--- config.mk ---
export PLATFORM = sky130hd
export DESIGN_NAME = layer_controller
export DESIGN_NICKNAME = d
export VERILOG_FILES = /design/src/rtl/layer_controller.sv
export SDC_FILE = /design/constraint.sdc
export NUM_CORES = 1
export LEC_CHECK = 0
export CAP_MARGIN = 30
export CORE_MARGIN = 8
export CORE_UTILIZATION = 42
export DETAILED_ROUTE_END_ITERATION = 8
export PLACE_DENSITY = 0.83
export SYNTH_ARGS = -nofsm -noshare
export SYNTH_HDL_FRONTEND = slang
export SYNTH_SLANG_ARGS = --single-unit
--- constraint.sdc ---
create_clock -name clk -period 2.2 [get_ports clk]
set_clock_uncertainty 0.15 [all_clocks]
set_input_delay 0.44 -clock clk [delete_from_list [all_inputs] [get_ports clk]]
set_output_delay 0.44 -clock clk [all_outputs]
set_load 0.1 [all_outputs]
--- src/rtl/layer_controller.sv ---
// Sequencer for one fully-connected layer: walks neurons and input chunks,
// driving weight/bias addresses and MAC/bias/emit strobes for the datapath.
module layer_controller #(
  parameter int ADDRSIZE    = 5,
  parameter int INPUTSIZE   = 4,
  parameter int NEURONCOUNT = 8
) (
  input  logic                clk,
  input  logic                rst,
  input  logic                start,
  input  logic                abort,
  input  logic                in_valid,
  output logic                in_ready,
  input  logic                out_ready,
  output logic                out_valid,
  output logic [ADDRSIZE-1:0] out_index,
  output logic [ADDRSIZE-1:0] wt_addr,
  output logic [ADDRSIZE-1:0] bias_addr,
  output logic                mac_clr,
  output logic                mac_en,
  output logic                bias_add,
  output logic                busy,
  output logic                done
);

  localparam int CW = (INPUTSIZE > 1) ? $clog2(INPUTSIZE) : 1;
  localparam logic [CW-1:0]       LAST_CHUNK  = CW'(INPUTSIZE - 1);
  localparam logic [ADDRSIZE-1:0] LAST_NEURON = ADDRSIZE'(NEURONCOUNT - 1);
  localparam logic [ADDRSIZE-1:0] ISZ         = ADDRSIZE'(INPUTSIZE);

  typedef enum logic [2:0] {IDLE, FETCH, MAC, BIAS, EMIT, FIN} state_t;

  state_t               state_q, state_d;
  logic [ADDRSIZE-1:0]  neuron_q, neuron_d;
  logic [CW-1:0]        chunk_q, chunk_d;

  always_ff @(posedge clk or negedge rst) begin
    if (!rst) begin
      state_q  <= IDLE;
      neuron_q <= '0;
      chunk_q  <= '0;
    end else begin
      state_q  <= state_d;
      neuron_q <= neuron_d;
      chunk_q  <= chunk_d;
    end
  end

  // Counters saturate at their last value rather than wrapping; they are
  // cleared explicitly on the transitions that start a new neuron or pass.
  always_comb begin
    state_d  = state_q;
    neuron_d = neuron_q;
    chunk_d  = chunk_q;
    if (abort) begin
      state_d  = IDLE;
      neuron_d = '0;
      chunk_d  = '0;
    end else begin
      case (state_q)
        IDLE: if (start) begin
          state_d  = FETCH;
          neuron_d = '0;
          chunk_d  = '0;
        end
        FETCH: state_d = MAC;
        MAC: if (in_valid) begin
          if (chunk_q == LAST_CHUNK) begin
            state_d = BIAS;
          end else begin
            chunk_d = chunk_q + CW'(1);
            state_d = FETCH;
          end
        end
        BIAS: state_d = EMIT;
        EMIT: if (out_ready) begin
          if (neuron_q == LAST_NEURON) begin
            state_d = FIN;
          end else begin
            neuron_d = neuron_q + ADDRSIZE'(1);
            chunk_d  = '0;
            state_d  = FETCH;
          end
        end
        FIN: begin
          state_d  = IDLE;
          neuron_d = '0;
          chunk_d  = '0;
        end
        default: state_d = IDLE;
      endcase
    end
  end

  // Counters are zero in IDLE, so addresses fall to zero there and in reset.
  always_comb begin
    in_ready  = (state_q == MAC);
    mac_en    = (state_q == MAC) & in_valid;
    mac_clr   = (state_q == FETCH) & (chunk_q == '0);
    bias_add  = (state_q == BIAS);
    out_valid = (state_q == EMIT);
    out_index = (state_q == EMIT) ? neuron_q : '0;
    busy      = (state_q != IDLE);
    done      = (state_q == FIN);
    wt_addr   = neuron_q * ISZ + ADDRSIZE'(chunk_q);
    bias_addr = neuron_q;
  end

endmodule

Figure 1. Clock nets (run 1).
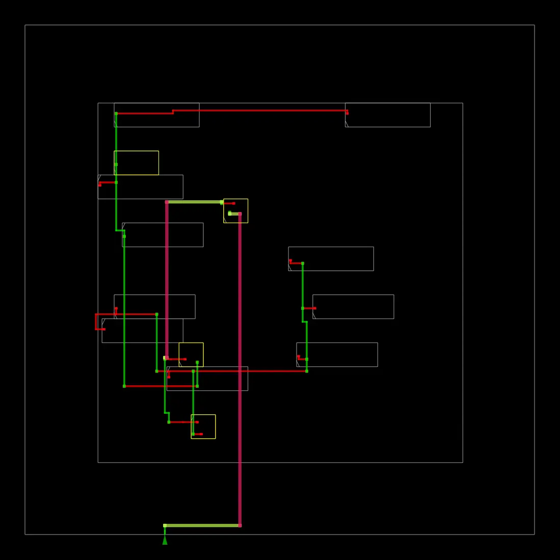
seq_cells: 10
power in the clock group: 0.000178 W
clk sinks: 10
clock latency on the worst-skew pair: 280 ps
Clock Buffer Count: 4

Figure 2. Wire density map (run 1).
Drawn at 6 px/um. 12 x 12 tiles, from dark purple (low) to yellow (high), scaled to the fullest tile. Values are wire area over tile area, all layers added.
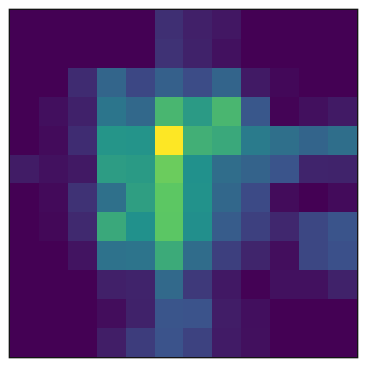
12% of the tiles are over half the peak. 32% of the tiles are nearly empty. The mean over all tiles is 0.10.

Figure 3. M3 wires (run 1).
Drawn at 6 px/um. Cells faint in the background.
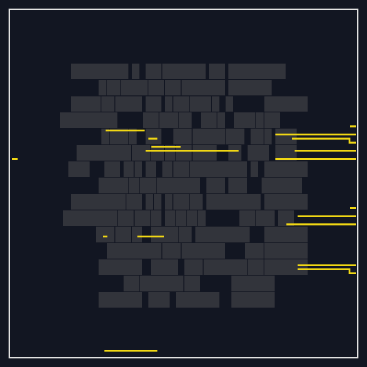
The longest straight run is 15.2 um. The wires run mostly horizontal. 16 nets have wire on it. The layer holds 6.0% of the routed length. The layer carries 130 um of wire.

Figure 4. Cell sizes after repair (run 1).
Drawn at 4 px/um.
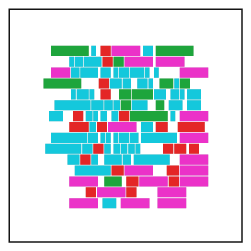
Key: red = x3 and x4 [cells 21]; magenta = x6 and larger [cells 19]; cyan = x1 and smaller [cells 62]; green = x2 [cells 12]

==> reports/qor.txt, run 1 <==
status: finished, final reports clean
Core Footprint: 1690 um^2
VDD IR-drop max: 313 uV
layout cells sized above 1: 0.456
Inverters: 4
fin crit period: 2110 ps
Cell Type Count: 37
worst-path cell chain: nor3b_4 -> and2_4 -> buf_12
Warnings, synthesis: 0
WHS: 331 ps
Crit Path Max Fanout: 13
FP Rows: 15
GRT met1 Usage: 0.164
Int Pwr: 0.000342 W
Critical Path End: out_index[3]
initial antenna violation count: 0
Post-Place Worst Slack: 6.21 ps
Top logic family: simple AND/OR/NAND/NOR gates
Chip Area: 3340 um^2
post-synth top area cell: dfrtp_1
GPL Wtd Cong: 0.867
Adders+Majority by Area: 0.0511
final net count: 124
global-route wire length before repair: 3730 um
cell count after synthesis: 83
Most Crowded Layer GR: met2
synth cell count leaders: dfrtp_1, nand2_1, and2_1, nor2_1, o21ai_0
initial core utilization: 0.435
gr usage total: 0.142
Critical Path Stages: 3
clk root buf: clkbuf_4
GR Util met3: 0.0331
CTS tree: built
count leader, synth: dfrtp_1
Most common reg cell: dfrtp_1
met3 WL post-DR: 129 um
Num CTS Buffers: 3
tool warning count: 28
multi-input combinational cell count: 62
Cell area leaders: dfrtp_1, ha_1, and2_1
Async S/R FF share, synth: 1.00
final setup fails: 0
CP peak stage delay: 500 ps
final core occ: 0.755
combinational share of power: 0.273
Data buffer area share: 0.387
RR Endpoint: chunk_q[1]
DRC: 0
==> run 1: flip-flops by register name (all words and copies together) (netlist names) <==
register   count
bias_addr      5
chunk_q        2
state_q        3
==> run 1: cell usage in the layout (no fill, tap or decap), types with 2 or more instances in the layout <==
master,Yosys,final
buf_12,0,18
buf_4,3,11
nand2_1,7,7
dfrtp_1,10,6
and2_4,0,5
nor2_1,5,5
o21ai_0,5,5
clkdlybuf4s50_1,0,5
inv_1,4,4
nand3_1,4,4
dfrtp_2,0,4
o21a_1,3,3
ha_1,3,3
clkbuf_4,0,3
and3_2,1,2
nor4b_1,2,2
o41ai_1,2,2
nand2b_1,2,2
o22ai_1,2,2
==> run 1: worst register-to-register path, delay by kind of cell, from the launching register on <==
family,cells,cell delay (ps)
simple gates,1,300
compound gates,3,530
flops,1,540
fa+ha+maj,1,290
Figure 5. Placed cells, one colour a class (run 1).
Drawn at 8 px/um.
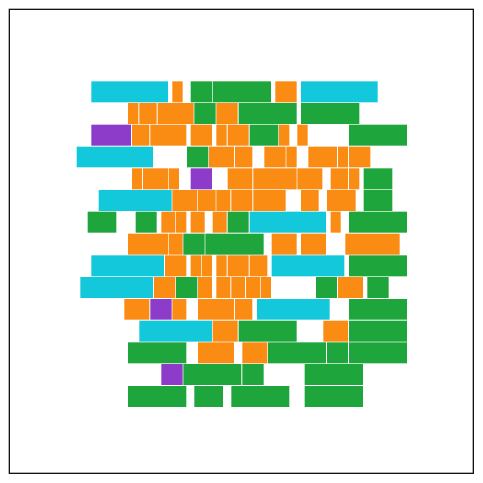

==> run 1 -> run 2 <==
==> constraint.sdc (replaced) <==
create_clock -name clk -period 2.2 [get_ports clk]
set_clock_uncertainty 0.15 [all_clocks]
set_input_delay 0.33 -clock clk [delete_from_list [all_inputs] [get_ports clk]]
set_output_delay 0.33 -clock clk [all_outputs]
set_load 0.1 [all_outputs]
Figure 6. Placed cells, one colour a class (run 2).
Drawn at 8 px/um.
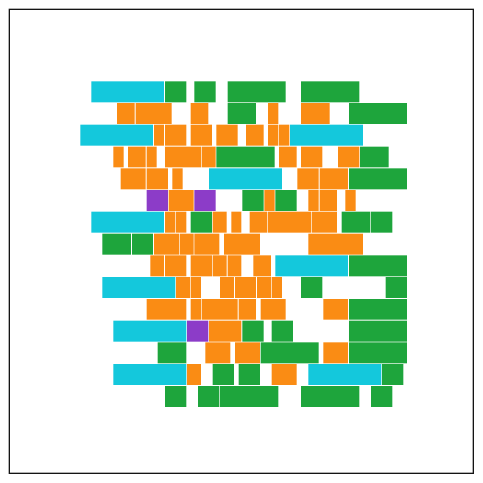
Key: cyan = registers [cells 10]; orange = remaining logic cells [cells 66]; green = remaining buffers and delay cells [cells 34]; purple = clock-net drivers [cells 3]

Figure 7. Clock nets (run 2).
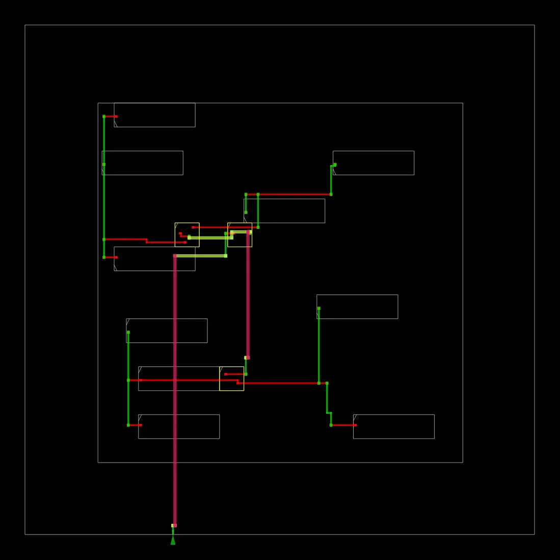
Num CTS Buffers: 3
clock latency on the worst-skew pair: 270 ps
power in the clock group: 0.000127 W
Clock Buffer Count: 3

==> run 2 against run 1 <==
Compared with the run above: first-iteration DRC count increased by 75%; sequential cell count is the same; register-to-register slack hardly changed; via count rose by 0.54%; cell area is 7.6% lower; clock power shrank 29%; critical endpoint unchanged; largest cell class is now multi-input combinational cells.
==> reports/qor.txt, run 2 <==
initial core utilization: 0.435
final setup fails: 0
gr usage total: 0.132
global-route wire length before repair: 3570 um
layout cells sized above 1: 0.407
Critical Path End: out_index[3]
Most common reg cell: dfrtp_1
Int Pwr: 0.000305 W
FP Rows: 15
RR Endpoint: bias_addr[4]
Top cell excl fill/tap: buf_4
Crit Path Max Fanout: 11
Post-Place Worst Slack: 63.8 ps
Top logic family: simple AND/OR/NAND/NOR gates
GPL Wtd Cong: 0.875
tool warning count: 28
clk root buf: clkbuf_4
clk sinks: 10
Inverters: 4
final core occ: 0.698
post-synth top area cell: dfrtp_1
CTS tree: built
Async S/R FF share, synth: 1.00
multi-input combinational cell count: 62
dominant logic cell types in the final layout: buf_4, buf_12, dfrtp_1, nand2_1
Warnings, synthesis: 0
initial antenna violation count: 0
status: finished, final reports clean
GR Util met3: 0.0309
Chip Area: 3340 um^2
count leader, synth: dfrtp_1
DRC: 0
Figure 8. M3 wires (run 2).
Drawn at 6 px/um. Cells faint in the background.
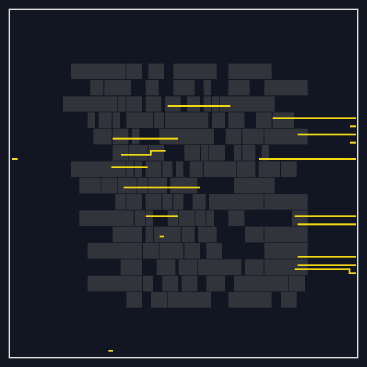
The wires run mostly horizontal. The longest straight run is 15.9 um. The layer holds 6.8% of the routed length. The layer carries 142 um of wire.

## run 2: cell counts after synthesis
Identical to the previous run, type by type.
## run 2: how the worst min path moves through the flow
stage | from | end | cells past startpoint
after floorplan | rst | bias_addr[0] | 0
after global placement | chunk_q[0] | chunk_q[0] | 1
after detailed placement | chunk_q[0] | chunk_q[0] | 1
after CTS | rst | bias_addr[1] | 1
after global routing | rst | state_q[2] | 1
final | rst | state_q[2] | 1
## run 2: worst max-delay path, cell delays in order, from the launching register on
cell and delay [ps]:
dfrtp_1 530, nor3b_4 370, and2_4 210, buf_12 160
## run 2: what timing repair did
item / CTS / global route
setup buffers: 0 / 2
setup endpoints to repair: 0 / 5
gates resized: 0 / 0
==> run 2 -> run 3 <==
--- a/config.mk
+++ b/config.mk
@@ -10,6 +10,7 @@
 export CORE_UTILIZATION = 42
 export DETAILED_ROUTE_END_ITERATION = 8
 export PLACE_DENSITY = 0.83
+export REMOVE_ABC_BUFFERS = 1
 export SYNTH_ARGS = -nofsm -noshare
 export SYNTH_HDL_FRONTEND = slang
 export SYNTH_SLANG_ARGS = --single-unit
Figure 9. Clock nets (run 3).
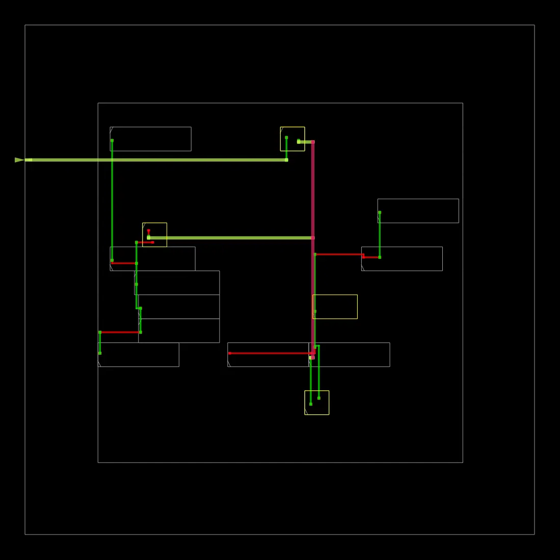
clock latency on the worst-skew pair: 280 ps
Clock Buffer Count: 4
power in the clock group: 0.000167 W

Figure 10. M3 wires (run 3).
Drawn at 6 px/um. Cells faint in the background.
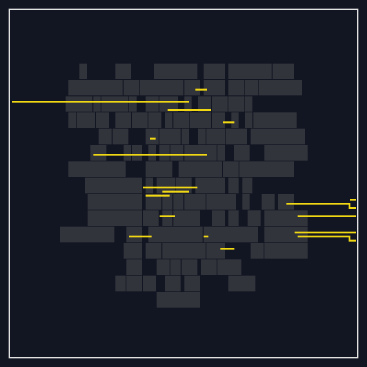
The longest straight run is 29.2 um. The wires run mostly horizontal.

Figure 11. Cell sizes after repair (run 3).
Drawn at 4 px/um.
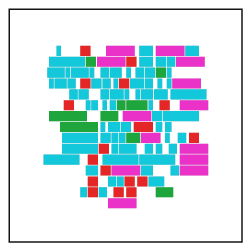
Key: cyan = x1 and smaller [cells 71]; magenta = x6 and larger [cells 13]; red = x3 and x4 [cells 17]; green = x2 [cells 9]

==> run 3 against run 2 <==
Compared with the run above: setup slack lost 53 ps; via count shrank 2.9%; cell count shrank 2.3%; synthesized cell count is the same; maximum frequency shrank 2.6%; clock power grew 31%; hold slack lost 33 ps; critical endpoint is now out_index[4]; non-clock buffer count shrank 4; first-iteration DRC count shrank 38%; critical path depth grew 1; highest routed layer unchanged; combinational power shrank 6%; sequential share of layout area grew 0.84 points.
==> reports/qor.txt, run 3 <==
GRT met1 Usage: 0.145
Buf+Inv Stages, Crit Path: 2
cell count after synthesis: 83
fin crit period: 2080 ps
post-synth top area cell: dfrtp_1
gr usage total: 0.136
Cell Type Count: 37
CP top delay family: flip-flops
clk sinks: 10
count leader, synth: dfrtp_1
CP peak stage delay: 510 ps
layout cells sized above 1: 0.355
tool warning count: 26
met3 WL post-DR: 125 um
final core occ: 0.678
final setup fails: 0
VDD IR-drop max: 333 uV
Adders+Majority by Area: 0.0511
Post-Place Worst Slack: 26.8 ps
CTS tree: built
WHS: 213 ps
clk root buf: clkbuf_4
Async S/R FF share, synth: 1.00
max reg flops: 5
Top cell excl fill/tap: buf_4
Crit Path Max Fanout: 11
Top logic family: simple AND/OR/NAND/NOR gates
Core Footprint: 1690 um^2
dominant logic cell types in the final layout: buf_4, buf_12, dfrtp_1, nand2_1
status: finished, final reports clean
Int Pwr: 0.000338 W
Cell area leaders: dfrtp_1, ha_1, and2_1
initial core utilization: 0.435
Most common reg cell: dfrtp_1
run 3: path summary, 6_finish.rpt:
check | endpoint | startpoint | depth (start not counted)
min in group clk | chunk_q[0] | chunk_q[0] | 1
max | out_index[4] | state_q[1] | 4
max reg2reg | bias_addr[4] | state_q[1] | 3
max in group asynchronous | state_q[0] | rst | 1
min reg2reg | chunk_q[0] | chunk_q[0] | 1
min | state_q[1] | rst | 1
run 3: layout make-up:
cell class / instances / area [um^2]
multi-input cells: 62 / 432
repair buffers: 30 / 388
fillers: 121 / 544
flip-flops and latches: 10 / 253
inverters: 4 / 15.0
well taps: 17 / 21.3
clock buffers: 4 / 36.3
run 3: what timing repair did:
item / 4_1_cts / 5_1_grt
resized: 1 / 3
setup endpoints to repair: 5 / 6
buffers inserted: 0 / 0
Power figures rest on the tool's default switching activity, not on a simulated workload.
